<file path="src/rtl/wb_pkg.sv">
// Shared types and widths for the writeback port arbiter and its
// long-latency write FIFO.
package wb_pkg;

    localparam int REG_W    = 5;
    localparam int DATA_W   = 32;
    localparam int NUM_REGS = 32;

    // One buffered regfile write.
    typedef struct packed {
        logic [REG_W-1:0]  tgt;
        logic [DATA_W-1:0] data;
    } wb_req_t;

    // Starvation guard state.
    typedef enum logic [1:0] {
        IDLE,
        WAIT,
        FORCE
    } arb_state_t;

endpackage

</file>
<file path="src/rtl/wb_lat_fifo.sv">
// Long-latency write FIFO: circular storage with up to two pops per cycle,
// exposing the two oldest entries and a mask of all buffered targets.
module wb_lat_fifo
    import wb_pkg::*;
#(
    parameter int LAT_DEPTH = 2
) (
    input  logic                         clk,
    input  logic                         rst_n,
    input  logic                         push,
    input  logic [REG_W-1:0]             push_tgt,
    input  logic [DATA_W-1:0]            push_data,
    input  logic [1:0]                   pop_cnt,
    output logic [REG_W-1:0]             head_tgt,
    output logic [DATA_W-1:0]            head_data,
    output logic [REG_W-1:0]             sec_tgt,
    output logic [DATA_W-1:0]            sec_data,
    output logic [$clog2(LAT_DEPTH):0]   count,
    output logic [NUM_REGS-1:0]          pend_mask
);

    localparam int PTR_W = $clog2(LAT_DEPTH);
    localparam int CNT_W = PTR_W + 1;

    wb_req_t          mem [LAT_DEPTH];
    logic [PTR_W-1:0] rd_ptr;
    logic [PTR_W-1:0] wr_ptr;
    logic [PTR_W-1:0] sec_ptr;
    logic [PTR_W-1:0] scan_ptr;
    logic [CNT_W-1:0] count_q;

    assign sec_ptr   = rd_ptr + PTR_W'(1);
    assign head_tgt  = mem[rd_ptr].tgt;
    assign head_data = mem[rd_ptr].data;
    assign sec_tgt   = mem[sec_ptr].tgt;
    assign sec_data  = mem[sec_ptr].data;
    assign count     = count_q;

    // Entry storage; contents are only meaningful while counted as valid.
    always_ff @(posedge clk) begin
        if (push) begin
            mem[wr_ptr] <= '{tgt: push_tgt, data: push_data};
        end
    end

    // Pointers and occupancy; a push and pops in the same cycle net out.
    always_ff @(posedge clk or negedge rst_n) begin
        if (!rst_n) begin
            rd_ptr  <= '0;
            wr_ptr  <= '0;
            count_q <= '0;
        end else begin
            if (push) begin
                wr_ptr <= wr_ptr + PTR_W'(1);
            end
            rd_ptr  <= rd_ptr + PTR_W'(pop_cnt);
            count_q <= count_q + CNT_W'(push) - CNT_W'(pop_cnt);
        end
    end

    // Target mask of every valid entry, for the hazard unit.
    always_comb begin
        pend_mask = '0;
        scan_ptr  = rd_ptr;
        for (int i = 0; i < LAT_DEPTH; i++) begin
            scan_ptr = rd_ptr + PTR_W'(i);
            if (CNT_W'(i) < count_q) begin
                pend_mask[mem[scan_ptr].tgt] = 1'b1;
            end
        end
    end

endmodule

</file>
<file path="src/rtl/wb_port_arbiter.sv">
// Writeback port arbiter: pipeline slots own regfile ports A/B, buffered
// long-latency writes drain into idle ports, and an aging counter forces a
// pipeline stall when the buffer is starved.
// Optional build macro WB_ARB_STATS_EN adds stall-cycle and drained-write
// counters (stat_stall_cycles, stat_lat_writes).
module wb_port_arbiter
    import wb_pkg::*;
#(
    parameter int LAT_DEPTH    = 2,
    parameter int STARVE_LIMIT = 8
) (
    input  logic                clk,
    input  logic                rst_n,
    input  logic                p_we1,
    input  logic                p_we2,
    input  logic [4:0]          p_tgt1,
    input  logic [4:0]          p_tgt2,
    input  logic [31:0]         p_data1,
    input  logic [31:0]         p_data2,
    input  logic                lat_valid,
    input  logic [4:0]          lat_tgt,
    input  logic [31:0]         lat_data,
    output logic                lat_ready,
    output logic                rf_we_a,
    output logic                rf_we_b,
    output logic [4:0]          rf_tgt_a,
    output logic [4:0]          rf_tgt_b,
    output logic [31:0]         rf_data_a,
    output logic [31:0]         rf_data_b,
    output logic                stall_req,
    output logic [31:0]         pend_mask
`ifdef WB_ARB_STATS_EN
    ,
    output logic [31:0]         stat_stall_cycles,
    output logic [31:0]         stat_lat_writes
`endif
);

    localparam int CNT_W = $clog2(LAT_DEPTH) + 1;
    localparam int AGE_W = $clog2(STARVE_LIMIT + 1);

    logic [CNT_W-1:0]  count;
    logic [REG_W-1:0]  head_tgt, sec_tgt;
    logic [DATA_W-1:0] head_data, sec_data;
    logic              push;
    logic [1:0]        pop_cnt;
    logic              has_head, has_sec;
    logic              head_waw, head_to_a, head_to_b, head_pop;
    logic              sec_waw, sec_ok, sec_to_a, sec_to_b, sec_pop;
    logic              b_free, a_free;
    logic              we_a_d, we_b_d;
    logic [REG_W-1:0]  tgt_a_d, tgt_b_d;
    logic [DATA_W-1:0] data_a_d, data_b_d;
    logic [AGE_W-1:0]  age_q;
    logic              age_sat;
    arb_state_t        state_q, state_d;

    assign lat_ready = (count < CNT_W'(LAT_DEPTH));
    // r0 requests complete the handshake but never occupy a slot.
    assign push      = lat_valid && lat_ready && (lat_tgt != '0);
    assign stall_req = (state_q == FORCE);
    assign age_sat   = (age_q == AGE_W'(STARVE_LIMIT));

    wb_lat_fifo #(
        .LAT_DEPTH (LAT_DEPTH)
    ) u_fifo (
        .clk       (clk),
        .rst_n     (rst_n),
        .push      (push),
        .push_tgt  (lat_tgt),
        .push_data (lat_data),
        .pop_cnt   (pop_cnt),
        .head_tgt  (head_tgt),
        .head_data (head_data),
        .sec_tgt   (sec_tgt),
        .sec_data  (sec_data),
        .count     (count),
        .pend_mask (pend_mask)
    );

    // Port selection: pipeline first, then head, then second entry into what is left.
    always_comb begin
        has_head  = (count != '0);
        has_sec   = (count >= CNT_W'(2));
        head_waw  = has_head && ((p_we1 && head_tgt == p_tgt1) || (p_we2 && head_tgt == p_tgt2));
        head_to_b = has_head && !head_waw && !p_we2;
        head_to_a = has_head && !head_waw && p_we2 && !p_we1;
        head_pop  = head_waw || head_to_b || head_to_a;
        b_free    = !p_we2 && !head_to_b;
        a_free    = !p_we1 && !head_to_a;
        sec_waw   = has_sec && head_pop &&
                    ((p_we1 && sec_tgt == p_tgt1) || (p_we2 && sec_tgt == p_tgt2));
        // Two buffered writes to one register in one cycle would race; the younger waits.
        sec_ok    = has_sec && head_pop && !sec_waw && (sec_tgt != head_tgt);
        sec_to_b  = sec_ok && b_free;
        sec_to_a  = sec_ok && !b_free && a_free;
        sec_pop   = sec_waw || sec_to_b || sec_to_a;
        pop_cnt   = {1'b0, head_pop} + {1'b0, sec_pop};

        we_a_d   = p_we1 || head_to_a || sec_to_a;
        tgt_a_d  = '0;
        data_a_d = '0;
        if (p_we1) begin
            tgt_a_d  = p_tgt1;
            data_a_d = p_data1;
        end else if (head_to_a) begin
            tgt_a_d  = head_tgt;
            data_a_d = head_data;
        end else if (sec_to_a) begin
            tgt_a_d  = sec_tgt;
            data_a_d = sec_data;
        end

        we_b_d   = p_we2 || head_to_b || sec_to_b;
        tgt_b_d  = '0;
        data_b_d = '0;
        if (p_we2) begin
            tgt_b_d  = p_tgt2;
            data_b_d = p_data2;
        end else if (head_to_b) begin
            tgt_b_d  = head_tgt;
            data_b_d = head_data;
        end else if (sec_to_b) begin
            tgt_b_d  = sec_tgt;
            data_b_d = sec_data;
        end
    end

    // Registered regfile write ports.
    always_ff @(posedge clk or negedge rst_n) begin
        if (!rst_n) begin
            rf_we_a   <= 1'b0;
            rf_we_b   <= 1'b0;
            rf_tgt_a  <= '0;
            rf_tgt_b  <= '0;
            rf_data_a <= '0;
            rf_data_b <= '0;
        end else begin
            rf_we_a   <= we_a_d;
            rf_we_b   <= we_b_d;
            rf_tgt_a  <= tgt_a_d;
            rf_tgt_b  <= tgt_b_d;
            rf_data_a <= data_a_d;
            rf_data_b <= data_b_d;
        end
    end

    // Age of the oldest buffered write since the last drain, saturating.
    always_ff @(posedge clk or negedge rst_n) begin
        if (!rst_n) begin
            age_q <= '0;
        end else if (count == '0 || pop_cnt != 2'd0) begin
            age_q <= '0;
        end else if (!age_sat) begin
            age_q <= age_q + AGE_W'(1);
        end
    end

    // Starvation FSM state register.
    always_ff @(posedge clk or negedge rst_n) begin
        if (!rst_n) begin
            state_q <= IDLE;
        end else begin
            state_q <= state_d;
        end
    end

    // Starvation FSM next state.
    always_comb begin
        state_d = state_q;
        case (state_q)
            IDLE:    if (count != '0) state_d = WAIT;
            WAIT:    if (count == '0) state_d = IDLE;
                     else if (age_sat) state_d = FORCE;
            FORCE:   if (count == '0) state_d = IDLE;
            default: state_d = IDLE;
        endcase
    end

`ifdef WB_ARB_STATS_EN
    function automatic logic [31:0] sat_add(input logic [31:0] acc, input logic [1:0] inc);
        logic [32:0] sum;
        sum = {1'b0, acc} + {31'b0, inc};
        return sum[32] ? 32'hFFFF_FFFF : sum[31:0];
    endfunction

    // Stall cycles and buffered writes actually delivered to the regfile.
    always_ff @(posedge clk or negedge rst_n) begin
        if (!rst_n) begin
            stat_stall_cycles <= '0;
            stat_lat_writes   <= '0;
        end else begin
            stat_stall_cycles <= sat_add(stat_stall_cycles, {1'b0, stall_req});
            stat_lat_writes   <= sat_add(stat_lat_writes,
                                         {1'b0, head_to_a || head_to_b} +
                                         {1'b0, sec_to_a || sec_to_b});
        end
    end
`endif

endmodule
</file>
<file path="config.mk">
export PLATFORM = sky130hd
export DESIGN_NAME = wb_port_arbiter
export DESIGN_NICKNAME = d
export VERILOG_FILES = /design/src/rtl/wb_pkg.sv /design/src/rtl/wb_lat_fifo.sv /design/src/rtl/wb_port_arbiter.sv
export SDC_FILE = /design/constraint.sdc
export NUM_CORES = 1
export LEC_CHECK = 0
export CORE_ASPECT_RATIO = 0.8
export CORE_MARGIN = 2
export CORE_UTILIZATION = 49
export DETAILED_ROUTE_END_ITERATION = 10
export MAX_ROUTING_LAYER = met4
export PLACE_DENSITY = 0.88
export SKIP_CTS_REPAIR_TIMING = 1
export SLEW_MARGIN = 5
export SYNTH_ARGS = -nofsm -noshare
export SYNTH_HDL_FRONTEND = slang
export SYNTH_SLANG_ARGS = --single-unit
</file>
<file path="constraint.sdc">
create_clock -name clk -period 3.4 [get_ports clk]
set_input_delay 0.68 -clock clk [delete_from_list [all_inputs] [get_ports clk]]
set_output_delay 0.68 -clock clk [all_outputs]
set_load 0.02 [all_outputs]
</file>
==> images/layer_met3.png <==
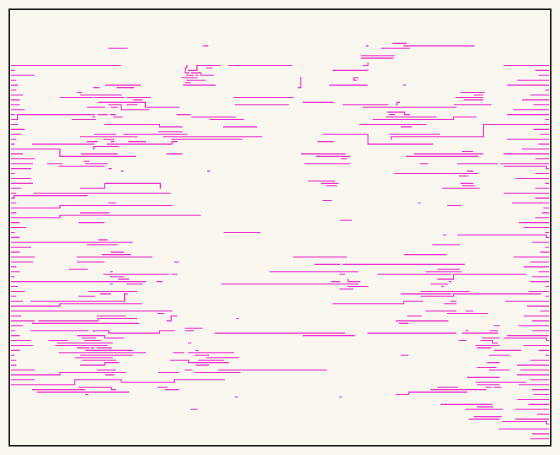
- longest straight run: 44.4 um
- nets with wire on the layer: 283
- share of all routed wire: 12%
- main direction: horizontal
- wire length on this layer: 3300 um

==> images/clocks.png <==
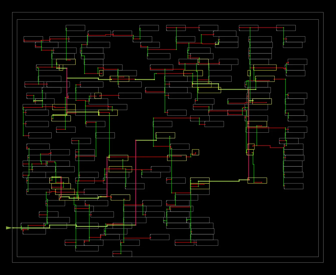
clk sinks: 160
clock network power: 2.19 mW
Layout Skew: 28.8 ps

==> flow_results.xml <==
<?xml version="1.0" encoding="UTF-8"?>
<metrics>
  <group name="finish">
    <metric name="area_share_clock_buf_inv" unit="%">5.83</metric>
    <metric name="largest_register_ff_count" unit="">74</metric>
    <metric name="antenna-diode-count" unit="">1</metric>
    <metric name="synthToLayoutAreaGrowth" unit="%">41.2</metric>
    <metric name="largest_registers" unit="">u_fifo.mem (74), rf_data_a (32), rf_data_b (32)</metric>
    <metric name="num-nets-final" unit="">1065</metric>
    <metric name="buffers_non_clock" unit="">268</metric>
    <metric name="num-multi-input-gates" unit="">487</metric>
    <metric name="non_clk_buf_share" unit="%">22.9</metric>
    <metric name="seq_area" unit="um2">4380</metric>
    <metric name="fin_cells" unit="">1177</metric>
    <metric name="post_route_cells_drive_above_1_share" unit="%">12.7</metric>
    <metric name="logic_area" unit="um2">3670</metric>
    <metric name="fill_cells" unit="">1161</metric>
    <metric name="comb_area_share" unit="%">31.3</metric>
    <metric name="layout_top_cell" unit="">clkdlybuf4s50_1</metric>
    <metric name="final_sequential_cell_count" unit="">160</metric>
    <metric name="largest-register" unit="">u_fifo.mem</metric>
    <metric name="post-route-util" unit="%">70.8</metric>
    <metric name="layout.cell_area.non_filler" unit="um2">11700</metric>
  </group>
  <group name="final_timing">
    <metric name="setup_violators_final" unit="">0</metric>
    <metric name="final-hold-violation-count" unit="">0</metric>
    <metric name="max_freq" unit="GHz">0.297</metric>
    <metric name="totalNegativeSetupSlack" unit="ps">0</metric>
    <metric name="report.final.slew_viol_count" unit="">0</metric>
    <metric name="slew_headroom" unit="%">39.9</metric>
    <metric name="fin_ws" unit="ps">36.6</metric>
    <metric name="finalClockPeriodUsage" unit="%">98.9</metric>
  </group>
  <group name="routing">
    <metric name="vias_per_cell" unit="">6.76</metric>
    <metric name="routed-wl-met3" unit="um">3300</metric>
    <metric name="vias_after_detailed_routing" unit="">7951</metric>
    <metric name="drt-wirelength-per-cell" unit="um">23.1</metric>
    <metric name="routed_wl" unit="um">27200</metric>
    <metric name="drc_errors" unit="">0</metric>
    <metric name="final_antenna_net_count" unit="">0</metric>
    <metric name="wirelength_met1" unit="um">10500</metric>
    <metric name="detail_route.first_pass.iterations" unit="">6</metric>
  </group>
  <group name="floorplan">
    <metric name="design.portCount" unit="">226</metric>
    <metric name="core_util_floorplan" unit="%">50.2</metric>
    <metric name="die_x" unit="um">150</metric>
    <metric name="floorplan.die_area" unit="um2">18000</metric>
    <metric name="placeableCoreArea" unit="um2">16600</metric>
    <metric name="tapcell.inserted" unit="">220</metric>
    <metric name="std_cell_rows" unit="">42</metric>
  </group>
  <group name="worst_setup_path">
    <metric name="crit-reg2reg-launch" unit="">u_fifo.rd_ptr$_DFF_PN0_</metric>
    <metric name="timing.critical_path.arrival" unit="ps">2680</metric>
    <metric name="crit_type" unit="">flop to output port</metric>
    <metric name="reg2reg_slack" unit="ps">70</metric>
    <metric name="timing.critical_path.depth" unit="">5</metric>
    <metric name="critical-path-slowest-cell" unit="">clkdlybuf4s50_1</metric>
    <metric name="setup.worst_path.start" unit="">u_fifo.rd_ptr$_DFF_PN0_</metric>
    <metric name="cp.buffers_inverters" unit="">2</metric>
    <metric name="worst_path_largest_cell_delay" unit="ps">640</metric>
    <metric name="critical_path.endpoint_type" unit="">output port</metric>
    <metric name="critical_path.top_delay_family" unit="">buffers and inverters</metric>
    <metric name="crit_chain" unit="">buf_4 -&gt; mux2i_4 -&gt; nand3b_1 -&gt; o22ai_1 -&gt; clkdlybuf4s50_1</metric>
  </group>
  <group name="placement">
    <metric name="placement.cell_area" unit="um2">10900</metric>
    <metric name="dpl.hpwl" unit="um">17300</metric>
    <metric name="place.gp.congestion" unit="">0.968</metric>
    <metric name="placed_cells" unit="">1135</metric>
    <metric name="place_worst_setup_slack" unit="ps">-58.6</metric>
  </group>
  <group name="clock_network">
    <metric name="cts_tree" unit="">done</metric>
    <metric name="htree_levels" unit="">4</metric>
    <metric name="clkLatencyLatePin" unit="ps">450</metric>
    <metric name="numCtsBuffers" unit="">17</metric>
    <metric name="clock_tree.buffer_depth" unit="">2</metric>
    <metric name="cts.root.buffer_cell" unit="">clkbuf_16</metric>
    <metric name="clk_transition_reported_paths" unit="ps">70</metric>
  </group>
  <group name="synthesis">
    <metric name="netlist.area_leader.share" unit="%">26.8</metric>
    <metric name="compound_area_share" unit="%">24.5</metric>
    <metric name="most_frequent_cells_after_synthesis" unit="">a221oi_1, dfrtp_1, edfxtp_1</metric>
    <metric name="synth_warnings" unit="">0</metric>
    <metric name="simple_logic_cell_fraction_of_the_synthesized_area" unit="%">11.2</metric>
    <metric name="synth_flops" unit="">160</metric>
    <metric name="yosysChipArea" unit="um2">8300</metric>
    <metric name="ys_types" unit="">49</metric>
    <metric name="main_area_contributors_after_synthesis" unit="">edfxtp_1, dfrtp_1, a221oi_1</metric>
    <metric name="synthDominantAreaCellType" unit="">edfxtp_1</metric>
    <metric name="synth-main-ff-cell" unit="">dfrtp_1</metric>
    <metric name="net_count_after_synthesis" unit="">851</metric>
    <metric name="ys_sh_xor" unit="%">3.48</metric>
    <metric name="syn_inst" unit="">729</metric>
    <metric name="post_synth_tally_of_flip_flops_with_integrated_enable" unit="">74</metric>
    <metric name="synth_seq_share" unit="%">52.7</metric>
  </group>
  <group name="pwr">
    <metric name="power.leakage" unit="nW">4.35</metric>
    <metric name="p_per_area" unit="nW/um2">884</metric>
    <metric name="largestPowerGroup" unit="">combinational logic</metric>
    <metric name="clkPwrFrac" unit="%">21.1</metric>
    <metric name="power_sequential" unit="mW">3.08</metric>
    <metric name="p_comb" unit="mW">5.10</metric>
    <metric name="power_frac_comb" unit="%">49.2</metric>
    <metric name="switching_share" unit="%">39.6</metric>
    <metric name="vdd_ir_drop_max" unit="V">0.000503</metric>
    <metric name="share_seq_of_total_power" unit="%">29.7</metric>
  </group>
  <group name="global_route">
    <metric name="grt_util_all_layers" unit="%">29.8</metric>
    <metric name="grt.overflow.total" unit="">0</metric>
    <metric name="vias_in_the_first_global_route" unit="">7429</metric>
    <metric name="grt.met2_usage" unit="%">45.5</metric>
    <metric name="grt.met3_usage" unit="%">7.47</metric>
  </group>
  <group name="status">
    <metric name="status" unit="">completed</metric>
  </group>
  <group name="worst_hold_path">
    <metric name="worstHoldPathType" unit="">input port to asynchronous set/reset pin</metric>
  </group>
  <group name="flow_run">
    <metric name="cap_viol_max_count" unit="">0</metric>
    <metric name="warning_count" unit="">28</metric>
  </group>
</metrics>
Power is estimated from default activity; no workload was simulated.
